`src/rtl/rx_handshake_sequencer.sv`:
```
// Receive-side transaction sequencer: arms the receiver after each sent packet, classifies
// the handshake response, retries on NAK/timeout/bad data, and reports one result per transaction.
module rx_handshake_sequencer #(
   parameter  int TIMEOUT   = 255,
   parameter  int MAX_RETRY = 3,
   localparam int TO_W      = $clog2(TIMEOUT),
   localparam int RT_W      = (MAX_RETRY < 1) ? 1 : $clog2(MAX_RETRY + 1)
) (
   input  logic            clock,
   input  logic            reset_n,
   input  logic            xact_start,
   input  logic            xact_is_in,
   input  logic            abort,
   input  logic            tx_done,
   input  logic            rec_ACK,
   input  logic            rec_NAK,
   input  logic            rec_DATA0,
   input  logic            data_valid,
   input  logic [63:0]     data_rec,
   output logic            rec_start,
   output logic            resend,
   output logic            busy,
   output logic            xact_done,
   output logic            xact_ok,
   output logic            xact_fail,
   output logic [63:0]     data_out,
   output logic [RT_W-1:0] retry_cnt
);

   typedef enum logic [1:0] {IDLE, WAIT_TX, LISTEN, RETRY} state_t;

   state_t          state, next_state;
   logic            dir, next_dir;
   logic [TO_W-1:0] timer, next_timer;
   logic [RT_W-1:0] next_retry;
   logic [63:0]     next_data;
   logic            next_rec_start, next_resend, next_done, next_ok, next_fail;
   logic            go_retry, go_ok, go_abort;

   always_ff @(posedge clock or negedge reset_n) begin
      if (!reset_n) begin
         state     <= IDLE;
         dir       <= 1'b0;
         timer     <= '0;
         rec_start <= 1'b0;
         resend    <= 1'b0;
         busy      <= 1'b0;
         xact_done <= 1'b0;
         xact_ok   <= 1'b0;
         xact_fail <= 1'b0;
         data_out  <= '0;
         retry_cnt <= '0;
      end else begin
         state     <= next_state;
         dir       <= next_dir;
         timer     <= next_timer;
         rec_start <= next_rec_start;
         resend    <= next_resend;
         busy      <= (next_state != IDLE);
         xact_done <= next_done;
         xact_ok   <= next_ok;
         xact_fail <= next_fail;
         data_out  <= next_data;
         retry_cnt <= next_retry;
      end
   end

   // Outputs are computed one cycle ahead so every port comes straight from a flop.
   always_comb begin
      next_state     = state;
      next_dir       = dir;
      next_timer     = timer;
      next_retry     = retry_cnt;
      next_data      = data_out;
      next_rec_start = 1'b0;
      next_resend    = 1'b0;
      next_done      = 1'b0;
      next_ok        = 1'b0;
      next_fail      = 1'b0;
      go_retry       = 1'b0;
      go_ok          = 1'b0;
      go_abort       = 1'b0;

      case (state)
         IDLE: begin
            if (xact_start) begin
               next_dir   = xact_is_in;
               next_retry = '0;
               next_state = WAIT_TX;
            end
         end
         WAIT_TX: begin
            if (abort) begin
               go_abort = 1'b1;
            end else if (tx_done) begin
               next_state     = LISTEN;
               next_rec_start = 1'b1;
               next_timer     = '0;
            end
         end
         LISTEN: begin
            next_timer = timer + TO_W'(1);
            if (abort) begin
               go_abort = 1'b1;
            end else if (rec_ACK) begin
               go_ok    = !dir;
               go_retry = dir;
            end else if (rec_NAK) begin
               go_retry = 1'b1;
            end else if (rec_DATA0) begin
               go_ok    = dir && data_valid;
               go_retry = !(dir && data_valid);
            end else if (timer == TO_W'(TIMEOUT - 1)) begin
               go_retry = 1'b1;
            end
         end
         RETRY: begin
            if (abort) begin
               go_abort = 1'b1;
            end else begin
               next_state = WAIT_TX;
            end
         end
         default: next_state = IDLE;
      endcase

      // Exhausted retries report failure directly instead of pulsing resend.
      if (go_retry) begin
         if (retry_cnt == RT_W'(MAX_RETRY)) begin
            next_state = IDLE;
            next_done  = 1'b1;
            next_fail  = 1'b1;
         end else begin
            next_state  = RETRY;
            next_resend = 1'b1;
            next_retry  = retry_cnt + RT_W'(1);
         end
      end

      if (go_ok) begin
         next_state = IDLE;
         next_done  = 1'b1;
         next_ok    = 1'b1;
         if (dir) begin
            next_data = data_rec;
         end
      end

      if (go_abort) begin
         next_state = IDLE;
         next_done  = 1'b1;
         next_fail  = 1'b1;
      end
   end

endmodule
```
`config.mk`:
```
export PLATFORM = sky130hd
export DESIGN_NAME = rx_handshake_sequencer
export DESIGN_NICKNAME = d
export VERILOG_FILES = /design/src/rtl/rx_handshake_sequencer.sv
export SDC_FILE = /design/constraint.sdc
export NUM_CORES = 1
export LEC_CHECK = 0
export CAP_MARGIN = 10
export CORE_ASPECT_RATIO = 1.75
export CORE_MARGIN = 3
export CORE_UTILIZATION = 30
export DETAILED_ROUTE_END_ITERATION = 8
export HOLD_SLACK_MARGIN = 0.1
export SETUP_SLACK_MARGIN = 0.02
export SKIP_LAST_GASP = 1
export SLEW_MARGIN = 40
export SYNTH_ARGS = -nofsm -noshare
export SYNTH_HDL_FRONTEND = slang
export SYNTH_SLANG_ARGS = --single-unit
```
`constraint.sdc`:
```
create_clock -name clock -period 2.3 [get_ports clock]
set_clock_uncertainty 0.2 [all_clocks]
set_input_delay 0.46 -clock clock [delete_from_list [all_inputs] [get_ports clock]]
set_output_delay 0.46 -clock clock [all_outputs]
set_load 0.02 [all_outputs]
```
==> run_1/layer_met1.png <==
Scale bar: 20 µm.
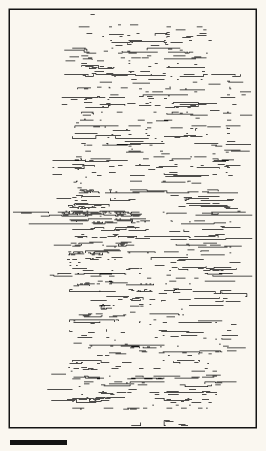
The wires run mostly horizontal. 405 nets have wire on it. The longest straight run is 26.2 µm.

==> run_1/layer_met2.png <==
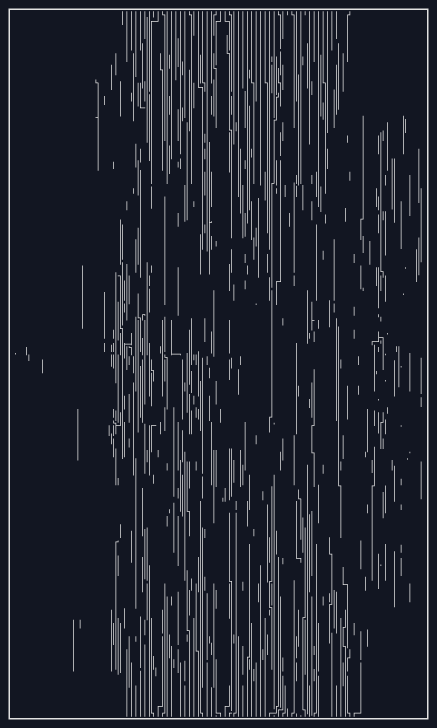
The wires run mostly vertical. The layer holds 60% of the routed length. The longest straight run is 51.3 µm. 429 nets have wire on it. The layer carries 5,150 µm of wire.

==> Slide: Implementation Results, run 1 <==
Key Metrics from the Run

CTS
  • Longest Clk Path Bufs: 2
  • CTS root buf: clkbuf_16
  • CTS Buf Count: 9

Route
  • Final ANT Viol Nets: 0
  • DR WL/cell: 16.5 µm
  • WL met2: slightly above 5000 µm

Status
  • Status: finished, final reports clean

Placement
  • Final HPWL DP: 6820 µm
  • RD Place Congestion: approximately 0.8

Synth
  • Yosys chip area: 0.00337 mm²
  • Flip-flops with a built-in enable: 0
  • Mapped Nets: 299
  • Synth area leaders: dfrtp_1 62%, mux2_2 20%, buf_6 2.0%
  • Count leader, synth: dfrtp_1
  • Max-area cell share: 61.7%
  • Synthesized area: around 0.0034 mm²

Critical path
  • CP cell instances: clkdlybuf4s50_1, nor2_1, nand4_2, nor2_8, buf_12, mux2_2

Cells and area
  • Sequential Area: around 0.0021 mm²
  • Net count of the finished layout: roughly 460
  • FILL cells: between 900 and 1,000

Global routing
  • First-pass GRT wire length: ~14,000 µm

Pwr
  • Leakage power: ~0.0025 µW

STA
  • Fmax: just under 500 MHz
  • Final hold vios: 0

Worst hold path
  • Hold Path Sink: data_out[16]
==> run_1/layer_met3.png <==
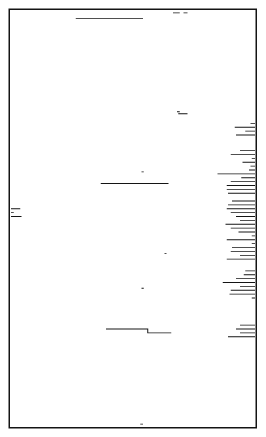
The wires run mostly horizontal. The longest straight run is 23.4 µm.

## run 1: cells in the final DEF, fill, tap and decap left out, drive strengths merged, types with 5 or more instances in the layout
cell type / n
dfrtp: 83
nor2: 13
buf: 14
clkbuf: 14
mux2: 65
nand4: 5
nand2: 6
clkdlybuf4s50: 144
## run 1: area by class of cell
type                    instances  area share [%]
clock buffers                  14            4.75
clock inverters                 2           0.655
inverters                       4           0.281
multi-input cells             129            22.6
flip-flops and latches         83            38.8
well taps                     130            3.04
repair buffers                159            29.8
## run 1: state kept, by name, summed over array words and instances, names as in the netlist
name / flops
data_out: 64
timer: 8
retry_cnt: 2
state: 2
busy: 1
dir: 1
rec_start: 1
resend: 1
xact_done: 1
xact_fail: 1
xact_ok: 1
## run 1: worst register-to-register path: stages (launching register included)
cell	delay [ps]
dfrtp_1	460
nor2b_4	220
nand2b_4	120
nor2_8	170
buf_12	200
mux2_2	360
## run 1: worst max path at each step
stage | start | endpoint | cells after the start
floorplan | rec_NAK | data_out[15] | 5
global placement | rec_ACK | data_out[13] | 6
detailed placement | rec_ACK | data_out[48] | 6
CTS | retry_cnt[0] | retry_cnt[0] | 1
global route | rec_ACK | data_out[9] | 6
finish | rec_ACK | data_out[48] | 6
## run 1: kinds of logic (layout without fill, tap and decap cells)
group / Yosys count / after routing / synth area share (%)
simple gates: 37 / 37 / 7.17
fa+ha+maj: 3 / 3 / 1.11
xor+xnor: 6 / 6 / 1.56
flops: 83 / 83 / 61.7
buf+inv: 10 / 179 / 2.45
mux: 67 / 67 / 22.3
compound gates: 16 / 16 / 3.71
## run 1: power breakdown
group / switching (µW) / internal, µW
Clock: 525 / 871
Combinational: 326 / 406
Sequential: 99.0 / 1590
## run 1: repair_timing
action,CTS,global route
hold buffers,1,0
buffers inserted,0,0
endpoints found under the hold margin,16,0
==> run_1/io_fan.png <==
Scale bar: 20 µm.
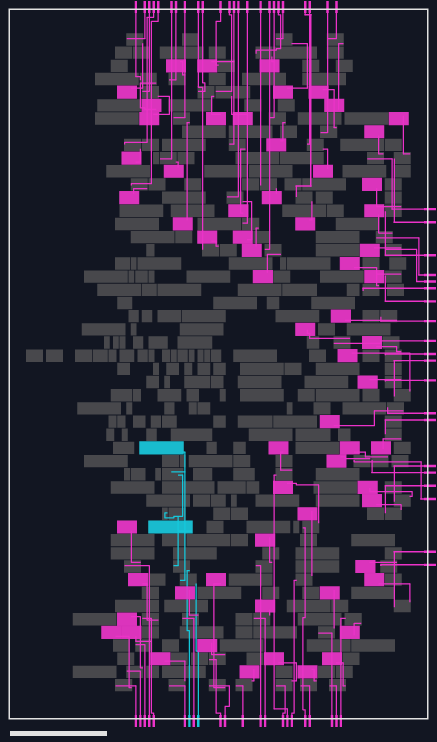

--- run 2 (diff from run 1) ---
- CORE_UTILIZATION: 30 -> 32
- clock period: 2.3 -> 2.07 ns (I/O delays scaled with it)
==> run_2/io_fan.png <==
Scale bar: 20 µm.
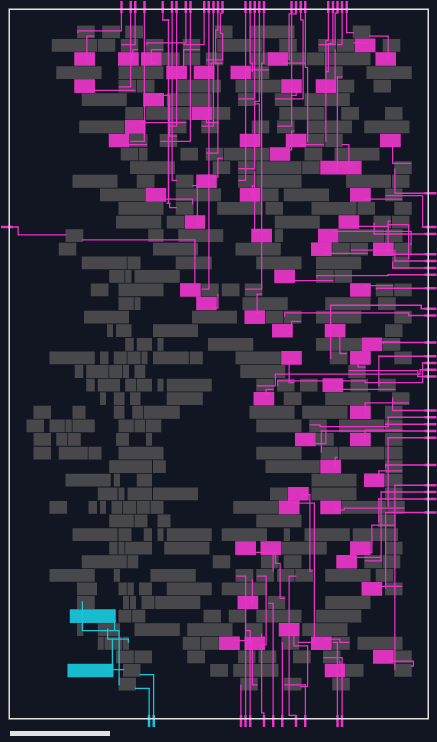
Cyan is `retry_cnt`, bits 2, direction output, edge south, end cells 2, buffers 2, wire 60.8 µm. Magenta is `data_rec`, bits 64, direction input, edge 28 north, 25 east, 10 south, 1 west, end cells 64, buffers 64, wire 1,900 µm.

==> Slide: Implementation Results, run 2 <==
Key Metrics from the Run

Synth
  • Yosys chip area: 0.00337 mm² (unchanged)
  • Simple-gate portion of the synthesized area: 7.17% (unchanged)
  • Adder share: 1.11% (unchanged)
  • And-or/or-and share of the synthesized area: 3.71% (unchanged)
  • Count leader, synth: dfrtp_1
  • Yosys cell count: around 220
  • Cell type with the largest total area: dfrtp_1
  • Post-synth mux share: 22.3% (unchanged)
  • Max-area cell share: 61.7% (unchanged)
  • Flip-flops with a built-in enable: 0 (unchanged)
  • Top non-seq family: multiplexers
  • XOR Share, Synth: 1.56% (unchanged)
  • Synthesized area: 0.00337 mm² (unchanged)
  • Syn Inst Count: approximately 220
  • Synth area leaders: dfrtp_1 62%, mux2_2 20%, buf_6 2.0%
  • Dominant synthesized flop cell: dfrtp_1
  • Mapped Nets: 299 (unchanged)
  • Ys flops: around 83

Die
  • Core Rows: just under 50
  • Die height: between 100 and 150 µm

Placement
  • Final HPWL DP: 6400 µm (-6.2%)
  • RD Place Congestion: 0.714 (-9.9%)
  • Placed Instance Area: 0.00505 mm²

Cells and area
  • Largest register FFs: 64 (unchanged)
  • Top Layout Cells: 144 x clkdlybuf4s50_1, 83 x dfrtp_1, 60 x mux2_2
  • Non-Filler Instances: a little over 500
  • Most numerous logic cell after layout: clkdlybuf4s50_1
  • Net count of the finished layout: 464 (+0.22%)
  • Final Core Density: between 50 and 60%
  • Biggest regs: data_out x64, timer x8
  • Fraction of layout cells with a size suffix above 1: 25.0%
  • Register with the most flip-flops: data_out
  • FILL cells: 928 (-5.7%)

STA
  • Final hold vios: 0 (unchanged)
  • Fmax: approximately 500 MHz
  • Worst setup margin: ~120 ps

Route
  • Vias per cell: around 4.5
  • Drt total wl: 8400 µm
  • Final ANT Viol Nets: 0 (unchanged)
  • DR WL/cell: 16.2 µm (-2.0%)
  • Iteration tally of the first detailed-router pass: 4

CTS
  • Longest Clk Path Bufs: 2 (unchanged)
  • CTS Buf Count: 9 (unchanged)
  • CTS root buf: clkbuf_16
  • CTS clk-pin slew, worst paths: around 60 ps

Global routing
  • Global-route usage over all layers: between 10% and 20%
  • Vias in the first global route: about 2,600
  • First-pass GRT wire length: 13,500 µm (-0.35%)

Status
  • Status: finished, final reports clean

Pwr
  • Leakage power: 0.00247 µW (+0.15%)
==> run 2: repair_timing <==
item	CTS	global route
endpoints found under the hold margin	83	0
buffers inserted	0	0
hold buffers	1	0
==> run 2: worst paths after layout <==
check	depth (start not counted)	end	slack, ps	from
setup / recovery	6	data_out[58]	120	rec_ACK
hold / removal	2	rec_start	240	reset_n
setup reg to reg	7	state[0]	240	timer[0]
hold reg to reg	1	data_out[18]	290	data_out[18]
max in group asynchronous	3	state[1]	820	reset_n
min in group clock	1	data_out[18]	290	data_out[18]
==> run 2: area by class of cell <==
cell class / count / area [µm²] / share of cell area, %
clock inverters: 6 / 65.1 / 1.21
multi-input cells: 129 / 1210 / 22.6
well taps: 127 / 159 / 2.97
flip-flops and latches: 83 / 2080 / 38.8
clock buffers: 10 / 229 / 4.28
inverters: 4 / 15.0 / 0.280
repair buffers: 160 / 1600 / 29.9
==> run 2: per-layer routing <==
metal	GRT usage [%]	vias up	wire, µm
li1	-	1120	-
met1	15.5	1145	2990
met2	27.3	75	4760
met3	3.43	11	441
met4	6.86	0	205
met5	0	-	0
==> run 2: logic make-up (layout without fill, tap and decap cells) <==
group | after synthesis | count (layout)
AOI/OAI and AO/OA | 16 | 16
xor gates and xnor gates | 6 | 6
adders and majority gates | 3 | 3
buffers and inverters | 10 | 180
DFF | 83 | 83
muxes | 67 | 67
and+or+nand+nor | 37 | 37
==> run 2: critical path, stage by stage <==
cell and delay, ps:
clkdlybuf4s50_1 430, nor2_1 160, nand4_2 190, nor2_8 190
buf_4 230, mux2_2 350
==> run 2: power breakdown <==
part           internal [µW]  switching, µW  total, µW  leakage, µW
clock network            937            632       1570     0.000143
registers               1760            114       1880      0.00115
logic                    457            357        814      0.00118
Power figures rest on the tool's default switching activity, not on a simulated workload.
